<file path="config.mk">
export PLATFORM = sky130hd
export DESIGN_NAME = seq_detect_ctrl
export DESIGN_NICKNAME = d
export VERILOG_FILES = /design/src/rtl/seq_detect_ctrl.sv
export SDC_FILE = /design/constraint.sdc
export NUM_CORES = 1
export LEC_CHECK = 0
export ABC_CLOCK_PERIOD_IN_PS = 2000
export CAP_MARGIN = 20
export CORE_UTILIZATION = 49
export CTS_CLUSTER_SIZE = 10
export DETAILED_ROUTE_END_ITERATION = 7
export HOLD_SLACK_MARGIN = 0.12
export PLACE_DENSITY = 0.79
export SETUP_SLACK_MARGIN = 0.4
export SYNTH_ARGS = -nofsm -noshare
export SYNTH_HDL_FRONTEND = slang
export SYNTH_SLANG_ARGS = --single-unit
</file>
<file path="constraint.sdc">
create_clock -name clk -period 2 [get_ports clk]
set_input_delay 0.4 -clock clk [delete_from_list [all_inputs] [get_ports clk]]
set_output_delay 0.4 -clock clk [all_outputs]
set_load 0.005 [all_outputs]
</file>
<file path="src/rtl/seq_detect_ctrl.sv">
// Round-robin scheduler sharing one 1-2-3 symbol-sequence detector between two
// burst requesters; reports per-burst hit counts and per-requester running totals.
//
// state | meaning
// IDLE  | waiting for a request; arbitrates and latches the winner's burst
// RUN   | one symbol per cycle applied to the detector (BURST_LEN cycles)
// DONE  | one-cycle completion pulse; hits folded into the winner's total
module seq_detect_ctrl #(
  parameter int BURST_LEN = 4,
  parameter int CNT_W     = 8,
  localparam int HW       = $clog2(BURST_LEN + 1)
) (
  input  logic                   clk,
  input  logic                   rst_n,
  input  logic                   req0,
  input  logic                   req1,
  input  logic [2*BURST_LEN-1:0] data0,
  input  logic [2*BURST_LEN-1:0] data1,
  output logic                   gnt0,
  output logic                   gnt1,
  output logic                   busy,
  output logic                   sym_valid,
  output logic [1:0]             sym_out,
  output logic                   match,
  output logic                   done,
  output logic                   done_id,
  output logic [HW-1:0]          hits,
  output logic [CNT_W-1:0]       total0,
  output logic [CNT_W-1:0]       total1
);

  localparam int DW = 2 * BURST_LEN;
  localparam int IW = (BURST_LEN > 1) ? $clog2(BURST_LEN) : 1;

  typedef enum logic [1:0] {ST_IDLE, ST_RUN, ST_DONE} state_t;
  typedef enum logic [1:0] {DET_S0, DET_S1, DET_S2, DET_S3} det_t;

  state_t           state_q, state_d;
  det_t             det_q, det_d, det_step;
  logic [DW-1:0]    shift_q, shift_d;
  logic [IW-1:0]    idx_q, idx_d;
  logic [HW-1:0]    cnt_q, cnt_d;
  logic [HW-1:0]    hits_q, hits_d;
  logic             cur_id_q, cur_id_d;
  logic             done_id_q, done_id_d;
  logic             last_id_q, last_id_d;
  logic             gnt0_q, gnt0_d;
  logic             gnt1_q, gnt1_d;
  logic [CNT_W-1:0] total0_q, total0_d;
  logic [CNT_W-1:0] total1_q, total1_d;
  logic [1:0]       sym;
  logic             pick;

  assign sym = shift_q[1:0];

  always_comb begin
    det_step = DET_S0;
    unique case (det_q)
      DET_S0: det_step = (sym == 2'd1) ? DET_S1 : DET_S0;
      DET_S1: det_step = (sym == 2'd2) ? DET_S2 : (sym == 2'd1) ? DET_S1 : DET_S0;
      DET_S2: det_step = (sym == 2'd3) ? DET_S3 : (sym == 2'd1) ? DET_S1 : DET_S2;
      DET_S3: det_step = (sym == 2'd3) ? DET_S3 : (sym == 2'd1) ? DET_S1 : DET_S0;
      default: det_step = DET_S0;
    endcase
  end

  always_comb begin
    state_d   = state_q;
    det_d     = det_q;
    shift_d   = shift_q;
    idx_d     = idx_q;
    cnt_d     = cnt_q;
    hits_d    = hits_q;
    cur_id_d  = cur_id_q;
    done_id_d = done_id_q;
    last_id_d = last_id_q;
    gnt0_d    = 1'b0;
    gnt1_d    = 1'b0;
    total0_d  = total0_q;
    total1_d  = total1_q;
    pick      = 1'b0;

    unique case (state_q)
      ST_IDLE: begin
        if (req0 || req1) begin
          // On a tie the requester that was not served last wins.
          pick      = (req0 && req1) ? ~last_id_q : req1;
          cur_id_d  = pick;
          last_id_d = pick;
          shift_d   = pick ? data1 : data0;
          det_d     = DET_S0;
          cnt_d     = '0;
          idx_d     = IW'(BURST_LEN - 1);
          gnt0_d    = ~pick;
          gnt1_d    = pick;
          state_d   = ST_RUN;
        end
      end
      ST_RUN: begin
        det_d   = det_step;
        cnt_d   = cnt_q + HW'(det_step == DET_S3);
        shift_d = shift_q >> 2;
        if (idx_q == '0) begin
          hits_d    = cnt_d;
          done_id_d = cur_id_q;
          state_d   = ST_DONE;
        end else begin
          idx_d = idx_q - IW'(1);
        end
      end
      ST_DONE: begin
        if (done_id_q) total1_d = total1_q + CNT_W'(hits_q);
        else           total0_d = total0_q + CNT_W'(hits_q);
        state_d = ST_IDLE;
      end
      default: state_d = ST_IDLE;
    endcase
  end

  always_ff @(posedge clk or negedge rst_n) begin
    if (!rst_n) begin
      state_q   <= ST_IDLE;
      det_q     <= DET_S0;
      shift_q   <= '0;
      idx_q     <= '0;
      cnt_q     <= '0;
      hits_q    <= '0;
      cur_id_q  <= 1'b0;
      done_id_q <= 1'b0;
      last_id_q <= 1'b1;
      gnt0_q    <= 1'b0;
      gnt1_q    <= 1'b0;
      total0_q  <= '0;
      total1_q  <= '0;
    end else begin
      state_q   <= state_d;
      det_q     <= det_d;
      shift_q   <= shift_d;
      idx_q     <= idx_d;
      cnt_q     <= cnt_d;
      hits_q    <= hits_d;
      cur_id_q  <= cur_id_d;
      done_id_q <= done_id_d;
      last_id_q <= last_id_d;
      gnt0_q    <= gnt0_d;
      gnt1_q    <= gnt1_d;
      total0_q  <= total0_d;
      total1_q  <= total1_d;
    end
  end

  assign gnt0      = gnt0_q;
  assign gnt1      = gnt1_q;
  assign busy      = (state_q != ST_IDLE);
  assign sym_valid = (state_q == ST_RUN);
  assign sym_out   = sym_valid ? sym : 2'b00;
  assign match     = (det_q == DET_S3);
  assign done      = (state_q == ST_DONE);
  assign done_id   = done_id_q;
  assign hits      = hits_q;
  assign total0    = total0_q;
  assign total1    = total1_q;

endmodule

</file>
run_1/density.png
7 x 7 tiles, from white (low) to dark blue (high), 0 to 100% covered.
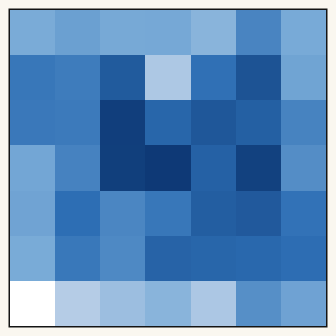
fullest tile	96%
densest ninth of the die	center
emptiest ninth of the die	lower left
Placeable Area: 4000 um2
final core occ: 73.5%

run_1/cell_classes.png
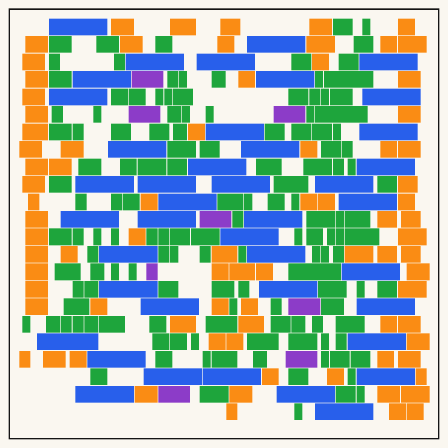
class	color	cells
flip-flops	blue	41
other buffers and delay cells	orange	80
clock drivers and dummy loads	purple	8
all other logic	green	138
final instance area: 2940 um2
flop share of the area: 34.9%
row count: 23

==> ci_impl_report.md, run 1 <==
## Synthesis and layout report

| Metric | Value |
|---|---|
| Primary FF master, synth | dfrtp_1 |
| Layout Area Growth over Synthesis | 44.0% |
| Hold Crit Start | total0[5] |
| Boundary Pins | approximately 48 |
| Crit path capture type | output port |
| Inst Count DP | 283 |
| IO Port Bufs | around 47 |
| Pre-antenna DRT Iters | 4 |
| Yosys Instances | approximately 190 |
| CP Buf/Inv Count | 2 |
| CTS tree | done |
| Antenna cells | 0 |
| Tightest Pin Transition | roughly 0.46 ns |
| DRC errors left | 0 |
| Top cell type by instance count after synthesis | dfrtp_1 |
| Outcome | complete, no violations |
| Top pwr grp | combinational logic |
| Worst hold slack | about 0.5 ns |
| Gate Count Post-Synth | approximately 190 |
| Register area | approximately 1000 um2 |
| Critical-path cell list | and2b_4 -> buf_6 -> and2_4 -> buf_6 |
| Syn Nets | approximately 220 |
| #MultiIn Comb | between 100 and 150 |
| Worst Hold Endpoint | total0[5] |
| MaxCap Viol Count | 0 |
| RSZ-0062 raised after global routing | yes |
| Fmax | 0.595 GHz |
| Critical path destination | sym_out[0] |
| Tool warnings | 28 |
| First DRT Iteration DRCs | a little over 100 |
| Vias in the first global route | about 1.6k |
| RD Place Congestion | 0.696 |
| Leakage power | 1.56 nW |
| Most numerous logic cells after layout | dfrtp_1 (40), clkdlybuf4s50_1 (29), buf_4 (28), nand2_1 (20), o21ai_0 (14) |
| Cell family with most CP delay | flip-flops |
| P_seq | roughly 1.2 mW |
| Die height | between 60 and 70 um |
| Vias | 1659 |
| Reg2Reg Depth | 7 |
| Non-clk bufs | 80 |
| Slew margin rel. | between 60% and 70% |
| Clock buffer depth | 2 |
| Peak supply drop | ~0.00059 V |
| Layout cell share with drive strength beyond 1 | 28.5% |
| GRT busiest layer | met2 |
| Top logic family | simple AND/OR/NAND/NOR gates |
| Max Slew Vio Count | 0 |
run_1/final_placement.png
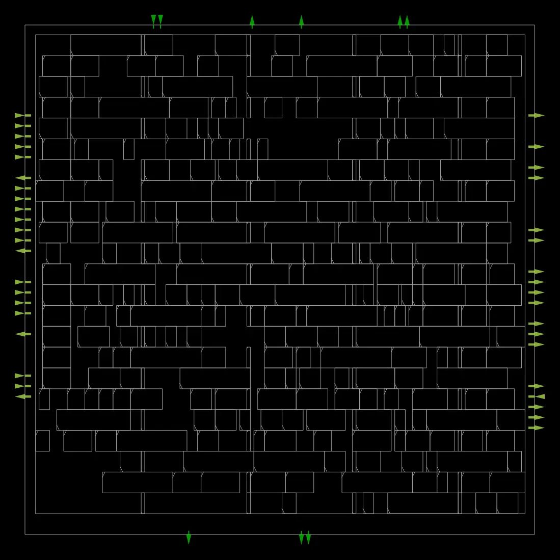
Flop Count: 41
tap cells: 50
final non-filler cell total: 317
FILL cells: 296

==> run 2, diff against run 1 <==
--- a/config.mk
+++ b/config.mk
@@ -5,7 +5,7 @@
 export SDC_FILE = /design/constraint.sdc
 export NUM_CORES = 1
 export LEC_CHECK = 0
-export ABC_CLOCK_PERIOD_IN_PS = 2000
+export ABC_CLOCK_PERIOD_IN_PS = 1700
 export CAP_MARGIN = 20
 export CORE_UTILIZATION = 49
 export CTS_CLUSTER_SIZE = 10
==> constraint.sdc (replaced) <==
create_clock -name clk -period 1.7 [get_ports clk]
set_input_delay 0.34 -clock clk [delete_from_list [all_inputs] [get_ports clk]]
set_output_delay 0.34 -clock clk [all_outputs]
set_load 0.005 [all_outputs]
run_2/cell_classes.png
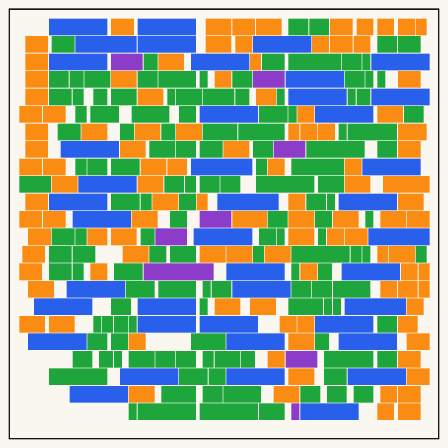
class	color	cells
other buffers and delay cells	orange	107
all other logic	green	138
flip-flops	blue	41
clock drivers and dummy loads	purple	8
final instance area: 3540 um2
flop share of the area: 29.1%

run_2/registers.png
Scale bar: 20 um.
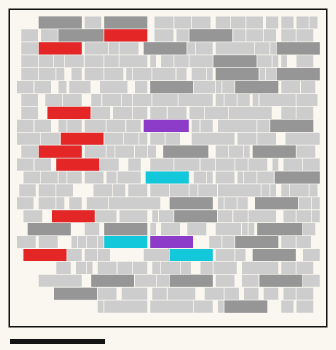
netlist name	color	placed flops
cnt_q	cyan	3
shift_q	red	8
state_q	purple	2
not colored	28
P_seq: 1.49 mW
final core occ: 88.6%
register area: 1030 um2

==> run 2 against run 1 <==
The run now ends with setup timing left. Global-route usage rose by 5.5 points. Clock power rose by about 40%. Worst setup slack got worse by 0.37 ns.
==> ci_impl_report.md, run 2 <==
## Synthesis and layout report

| Metric | Value |
|---|---|
| Outcome | finished, violations left |
| Failing checks | setup timing |
| Fmax | ~0.57 GHz |
| Non-clk bufs | ~110 |
| Cell type taking the most area | multi-input combinational cells |
| Top cell type by instance count after synthesis | dfrtp_1 |
| Crit path time final | roughly 1.7 ns |
| Gate Count Post-Synth | 185 |
| CP Buf/Inv Count | 4 |
| Tap cells | 50 |
| RR Endpoint | total0[2] |
| Tightest Pin Transition | 0.446 ns |
| Syn Nets | 216 |
| Critical path destination | total0[2] |
| Critical-path cell list | buf_4 -> ha_4 -> inv_2 -> fa_2 -> buf_4 -> buf_4 -> xor2_1 -> o21ai_1 |
| Reg clk slew, reported paths | about 0.08 ns |
| Setup slack after layout | -0.0485 ns |
| DRC errors left | 0 |
| Pre-antenna DRT Iters | 4 |
| #MultiIn Comb | roughly 130 |
| Boundary Pins | ~48 |
| Leakage power | between 1.5 and 2 nW |
| First DRT Iteration DRCs | about 160 |
| CTS tree | done |
| Top logic family | simple AND/OR/NAND/NOR gates |
| RSZ-0062 raised after global routing | yes |
| Row count | 23 |
| RD Place Congestion | 0.770 |
| Cell family with most CP delay | adder cells |
| Crit path capture type | flip-flop |
| Vias in the first global route | 1909 |
| Most numerous logic cells after layout | buf_6 (38), dfrtp_1 (36), buf_4 (25), clkdlybuf4s50_1 (16) |
| MaxCap Viol Count | 0 |
| IO Port Bufs | about 47 |
| Clock buffer depth | 2 |
| Max Slew Vio Count | 0 |
| Die height | between 60 and 70 um |
| Sequential fraction of the synthesis area | about half |
| Layout cell share with drive strength beyond 1 | about 51% |
| Peak supply drop | 0.000883 V |
| Setup violators final | 4 |
| Slew margin rel. | 70.3% |
| Worst hold slack | 0.512 ns |
| Reg2Reg Depth | 8 |
| GR Util met2 | roughly half |
| Primary FF master, synth | dfrtp_1 |
| Tool warnings | 30 |
| Top pwr grp | combinational logic |
run_2/final_placement.png
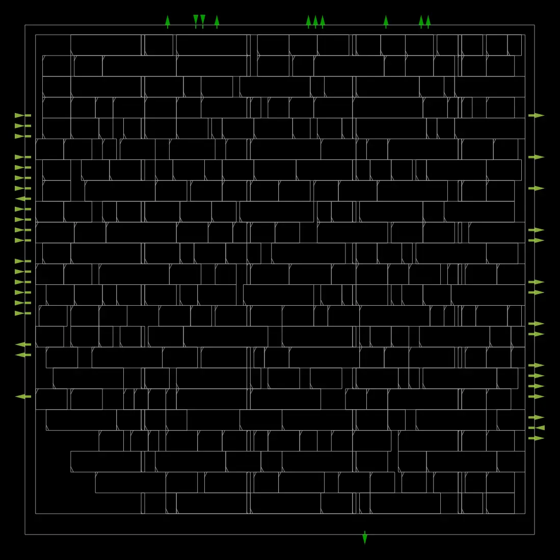
final non-filler cell total: 344
FILL cells: 170

Power figures rest on the tool's default switching activity, not on a simulated workload.
